==> src/rtl/phaser_pkg.sv <==
// Shared phase-index helpers and parameter legality checks for the 65C02/65C22 phase generator.
package phaser_pkg;

  localparam int unsigned WAITW = 8;

  function automatic int unsigned setup_ph(input int unsigned nlow);
    return nlow - 2;
  endfunction

  function automatic int unsigned relwr_ph(input int unsigned nmc);
    return nmc - 2;
  endfunction

  function automatic int unsigned relcs_ph(input int unsigned nmc);
    return nmc - 1;
  endfunction

  // vphi2 is cphi2 delayed by vshift microcycles, wrapping across the cycle boundary
  function automatic logic vphi2_at(input int unsigned ph, input int unsigned nmc,
                                    input int unsigned nlow, input int unsigned vshift);
    return ((ph >= nlow + vshift) && (ph < nmc)) || (ph < vshift);
  endfunction

  function automatic bit params_legal(input int unsigned nmc, input int unsigned nlow,
                                      input int unsigned vshift, input int unsigned maxwait,
                                      input int unsigned ccw);
    return (nmc >= 4) && (nmc <= 16) &&
           (nlow >= 2) && (nlow <= nmc - 2) &&
           (vshift + 1 <= nlow) &&
           (maxwait >= 1) && (maxwait <= 255) &&
           (ccw >= 1);
  endfunction

endpackage

==> src/rtl/phaser_gen_if.sv <==
// CPU-side control and timing-strobe bundle of the phase generator.
interface phaser_gen_if #(
  parameter int unsigned CCW = 16
);
  logic           run;
  logic           stretch;
  logic           stopped;
  logic           cphi2;
  logic           vphi2;
  logic           setup_cs;
  logic           release_wr;
  logic           release_cs;
  logic           stretch_to;
  logic [CCW-1:0] cycle_cnt;

  modport master (
    output run, stretch,
    input  stopped, cphi2, vphi2, setup_cs, release_wr, release_cs, stretch_to, cycle_cnt
  );

  modport slave (
    input  run, stretch,
    output stopped, cphi2, vphi2, setup_cs, release_wr, release_cs, stretch_to, cycle_cnt
  );
endinterface

==> src/rtl/phaser_gen.sv <==
// Microcycle phase generator: derives cphi2/vphi2 and bus strobes from clk6x,
// with run/stop at the low phase and bounded stretching of the high phase.
module phaser_gen
  import phaser_pkg::*;
#(
  parameter int unsigned NMC     = 6,
  parameter int unsigned NLOW    = 3,
  parameter int unsigned VSHIFT  = 1,
  parameter int unsigned MAXWAIT = 15,
  parameter int unsigned CCW     = 16
) (
  input  logic         clk6x,
  input  logic         reset,
  phaser_gen_if.slave  bus
);

  localparam int unsigned PHW = $clog2(NMC);

  localparam logic [PHW-1:0]   SETUP_PH = PHW'(setup_ph(NLOW));
  localparam logic [PHW-1:0]   RELWR_PH = PHW'(relwr_ph(NMC));
  localparam logic [PHW-1:0]   RELCS_PH = PHW'(relcs_ph(NMC));
  localparam logic [PHW-1:0]   LOW_END  = PHW'(NLOW);
  localparam logic [WAITW-1:0] WAIT_MAX = WAITW'(MAXWAIT);
  localparam logic             VPHI2_RST = vphi2_at(0, NMC, NLOW, VSHIFT);

  generate
    if (!params_legal(NMC, NLOW, VSHIFT, MAXWAIT, CCW)) begin : g_illegal
      $error("phaser_gen: illegal parameter combination");
    end
  endgenerate

  logic [PHW-1:0]   ph,      ph_n;
  logic [WAITW-1:0] waitcnt, waitcnt_n;
  logic [CCW-1:0]   cnt,     cnt_n;
  logic cphi2,      cphi2_n;
  logic vphi2,      vphi2_n;
  logic setup_cs,   setup_cs_n;
  logic release_wr, release_wr_n;
  logic release_cs, release_cs_n;
  logic stretch_to, stretch_to_n;
  logic stopped,    stopped_n;

  // Next phase and strobes; run and stretch only matter at their own phase
  always_comb begin
    ph_n         = ph;
    waitcnt_n    = waitcnt;
    cnt_n        = cnt;
    setup_cs_n   = 1'b0;
    release_wr_n = 1'b0;
    release_cs_n = 1'b0;
    stretch_to_n = 1'b0;
    stopped_n    = 1'b0;

    if (ph == SETUP_PH) begin
      if (bus.run) begin
        ph_n       = ph + PHW'(1);
        setup_cs_n = 1'b1;
      end else begin
        stopped_n  = 1'b1;
      end
    end else if (ph == RELWR_PH) begin
      if (bus.stretch && (waitcnt < WAIT_MAX)) begin
        waitcnt_n    = waitcnt + WAITW'(1);
      end else begin
        ph_n         = ph + PHW'(1);
        waitcnt_n    = '0;
        release_wr_n = 1'b1;
        stretch_to_n = bus.stretch;
      end
    end else if (ph == RELCS_PH) begin
      ph_n         = '0;
      release_cs_n = 1'b1;
      cnt_n        = cnt + CCW'(1);
    end else begin
      ph_n = ph + PHW'(1);
    end

    // Clocks follow the phase being entered, so a hold keeps them steady
    cphi2_n = (ph_n >= LOW_END);
    vphi2_n = vphi2_at(32'(ph_n), NMC, NLOW, VSHIFT);
  end

  always_ff @(posedge clk6x) begin
    if (reset) begin
      ph         <= '0;
      waitcnt    <= '0;
      cnt        <= '0;
      cphi2      <= 1'b0;
      vphi2      <= VPHI2_RST;
      setup_cs   <= 1'b0;
      release_wr <= 1'b0;
      release_cs <= 1'b0;
      stretch_to <= 1'b0;
      stopped    <= 1'b0;
    end else begin
      ph         <= ph_n;
      waitcnt    <= waitcnt_n;
      cnt        <= cnt_n;
      cphi2      <= cphi2_n;
      vphi2      <= vphi2_n;
      setup_cs   <= setup_cs_n;
      release_wr <= release_wr_n;
      release_cs <= release_cs_n;
      stretch_to <= stretch_to_n;
      stopped    <= stopped_n;
    end
  end

  assign bus.cphi2      = cphi2;
  assign bus.vphi2      = vphi2;
  assign bus.setup_cs   = setup_cs;
  assign bus.release_wr = release_wr;
  assign bus.release_cs = release_cs;
  assign bus.stretch_to = stretch_to;
  assign bus.stopped    = stopped;
  assign bus.cycle_cnt  = cnt;

endmodule

==> src/flat_wrapper.sv <==
// flat-port wrapper written by rule: the top's interface ports become plain ports
module phaser_gen_flat import phaser_pkg::*;
#(
  parameter int unsigned NMC     = 6,
  parameter int unsigned NLOW    = 3,
  parameter int unsigned VSHIFT  = 1,
  parameter int unsigned MAXWAIT = 15,
  parameter int unsigned CCW     = 16
)
  (clk6x, reset, bus_run, bus_stretch, bus_stopped, bus_cphi2, bus_vphi2, bus_setup_cs, bus_release_wr, bus_release_cs, bus_stretch_to, bus_cycle_cnt);
  phaser_gen_if #(.CCW(CCW)) bus_i ();
  input  logic clk6x;
  input  logic reset;
  input wire logic [$bits(bus_i.run)-1:0] bus_run;
  input wire logic [$bits(bus_i.stretch)-1:0] bus_stretch;
  output wire logic [$bits(bus_i.stopped)-1:0] bus_stopped;
  output wire logic [$bits(bus_i.cphi2)-1:0] bus_cphi2;
  output wire logic [$bits(bus_i.vphi2)-1:0] bus_vphi2;
  output wire logic [$bits(bus_i.setup_cs)-1:0] bus_setup_cs;
  output wire logic [$bits(bus_i.release_wr)-1:0] bus_release_wr;
  output wire logic [$bits(bus_i.release_cs)-1:0] bus_release_cs;
  output wire logic [$bits(bus_i.stretch_to)-1:0] bus_stretch_to;
  output wire logic [$bits(bus_i.cycle_cnt)-1:0] bus_cycle_cnt;
  assign bus_i.run = bus_run;
  assign bus_i.stretch = bus_stretch;
  assign bus_stopped = bus_i.stopped;
  assign bus_cphi2 = bus_i.cphi2;
  assign bus_vphi2 = bus_i.vphi2;
  assign bus_setup_cs = bus_i.setup_cs;
  assign bus_release_wr = bus_i.release_wr;
  assign bus_release_cs = bus_i.release_cs;
  assign bus_stretch_to = bus_i.stretch_to;
  assign bus_cycle_cnt = bus_i.cycle_cnt;
  phaser_gen #(.NMC(NMC), .NLOW(NLOW), .VSHIFT(VSHIFT), .MAXWAIT(MAXWAIT), .CCW(CCW)) u_core (.clk6x(clk6x), .reset(reset), .bus(bus_i));
endmodule
==> config.mk <==
export PLATFORM = sky130hd
export DESIGN_NAME = phaser_gen_flat
export DESIGN_NICKNAME = d
export VERILOG_FILES = /design/src/rtl/phaser_pkg.sv /design/src/rtl/phaser_gen_if.sv /design/src/rtl/phaser_gen.sv /design/src/flat_wrapper.sv
export SDC_FILE = /design/constraint.sdc
export NUM_CORES = 1
export LEC_CHECK = 0
export CORE_ASPECT_RATIO = 0.9
export CORE_UTILIZATION = 40
export DETAILED_ROUTE_END_ITERATION = 10
export PLACE_DENSITY = 0.66
export SLEW_MARGIN = 20
export SYNTH_ARGS = -nofsm -noshare
export SYNTH_HDL_FRONTEND = slang
export SYNTH_SLANG_ARGS = --single-unit
==> constraint.sdc <==
create_clock -name clk6x -period 1.93 [get_ports clk6x]
set_clock_uncertainty 0.1 [all_clocks]
set_input_delay 0.193 -clock clk6x [delete_from_list [all_inputs] [get_ports clk6x]]
set_output_delay 0.193 -clock clk6x [all_outputs]
set_load 0.005 [all_outputs]
layer_met1.png
Scale bar: 20 um. Cells faint in the background.
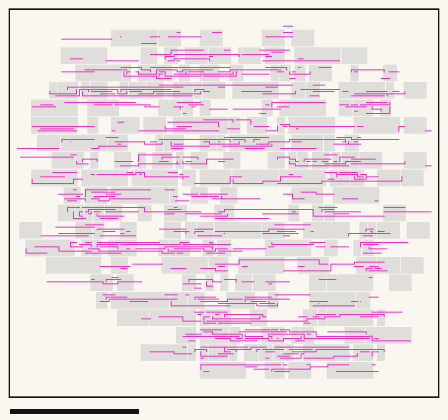
share of all routed wire: 50%
wire length on this layer: 1,750 um
drt total wl: 3500 um
DR vias: 1,308

layer_met2.png
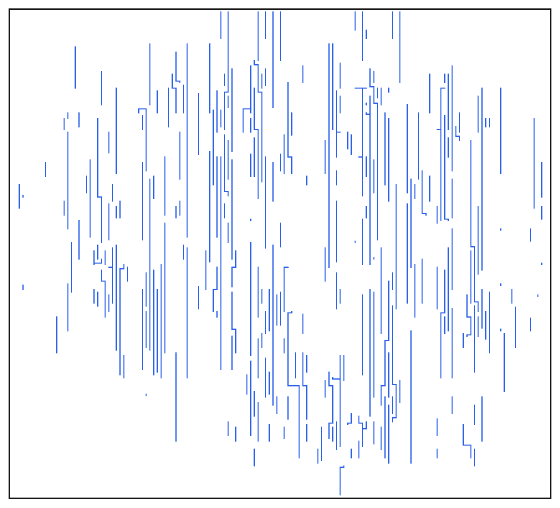
longest straight run: 27.5 um
wire length on this layer: 1,560 um
main direction: vertical
M2 GR Usage: 30.3%

==> run_results.csv <==
group,metric,value,unit
clock_tree,cts_tree,"yes",
synthesis,ys_seq_share,45.3,%
placement,io_buffers,26,
die,die_area,4000,um2
sta,setup_ws,0.0285,ns
placement,dpl.hpwl,2550,um
worst_hold_path,hold_path_end,"u_core.waitcnt[1]",
die,ioPinCount,27,
placement,dp.cells,246,
final_layout,largest_register_ff_count,16,
route,drt-initial-drc-count,54,
final_layout,layout_top_cell,"dfxtp_1",
die,core,3480,um2
final_layout,final_util,59.7,%
final_layout,drive_gt1_share,19.8,%
synthesis,synth_nets,173,
route,top_layer_used,"met4",
global_route,globalRoute.busiestLayer,"met2",
power_and_ir_drop,p_leak,0.801,nW
setup_path,crit_arrival,2.02,ns
clock_tree,clock_latency,0.29,ns
die,fp_util,43.2,%
run_status,status,"finished, final reports clean",
layer_met3.png
Scale bar: 20 um.
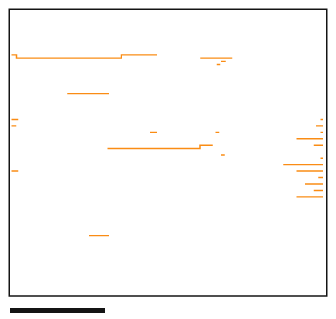
wire length on this layer: 112 um
share of all routed wire: 3.2%
main direction: horizontal
longest straight run: 22.1 um
met3 Use GR: 5.15%

==> worst reg2reg max path: cells and delay by family (launching register included) <==
family          cells  cell delay (ns)
simple gates        3             1.03
flops               1             0.39
fa+ha+maj           1             0.15
compound gates      1             0.14
buf+inv             1             0.04
==> metrics by stage <==
step | instance area (um2) | hold WS, ns
global placement | 1940 | 0.367
global route | 2080 | 0.409
floorplan | 1520 | 0.172
detailed placement | 1940 | 0.374
CTS | 2070 | 0.385
finish | 2080 | 0.385
==> cells in the mapped netlist (2+ instances only) <==
cell type,number
ha_1,5
and2_1,2
nand4_1,5
nor3_1,5
nor2b_1,2
and3_1,3
o21ai_0,7
nand2_1,9
nor4_2,2
xnor2_1,6
or4b_1,2
inv_1,5
xor2_1,8
nor2_1,23
a31o_2,2
a21oi_1,8
or3_1,3
clkbuf_1,4
dfxtp_1,34
o21bai_1,2
nand2b_1,2
nand3_1,7
==> kinds of logic after synthesis <==
kind of cell,synth area share [%]
AND-OR/OR-AND,9.17
XOR/XNOR,8.17
adder cells (fa/ha/maj),4.17
buffers and inverters,2.83
flip-flops,45.3
multiplexers,1.42
AND/OR/NAND/NOR,28.9
==> power groups by stage <==
stage	combinational, mW	sequential, mW	clock, mW
after floorplan	0.119	0.761	0
after global placement	0.199	0.758	0
after detailed placement	0.209	0.759	0
after CTS	0.224	0.745	0.560
after global routing	0.245	0.750	0.589
final	0.224	0.747	0.545
==> layout make-up <==
| class | count | share of cell area (%) |
|---|---|---|
| Clock buffer | 6 | 3.98 |
| Clock inverter | 2 | 0.603 |
| Inverter | 5 | 1.02 |
| Multi-Input combinational cell | 119 | 38.9 |
| Sequential cell | 34 | 33.0 |
| Tap cell | 44 | 2.65 |
| Timing Repair Buffer | 46 | 19.8 |
Power is estimated from default activity; no workload was simulated.
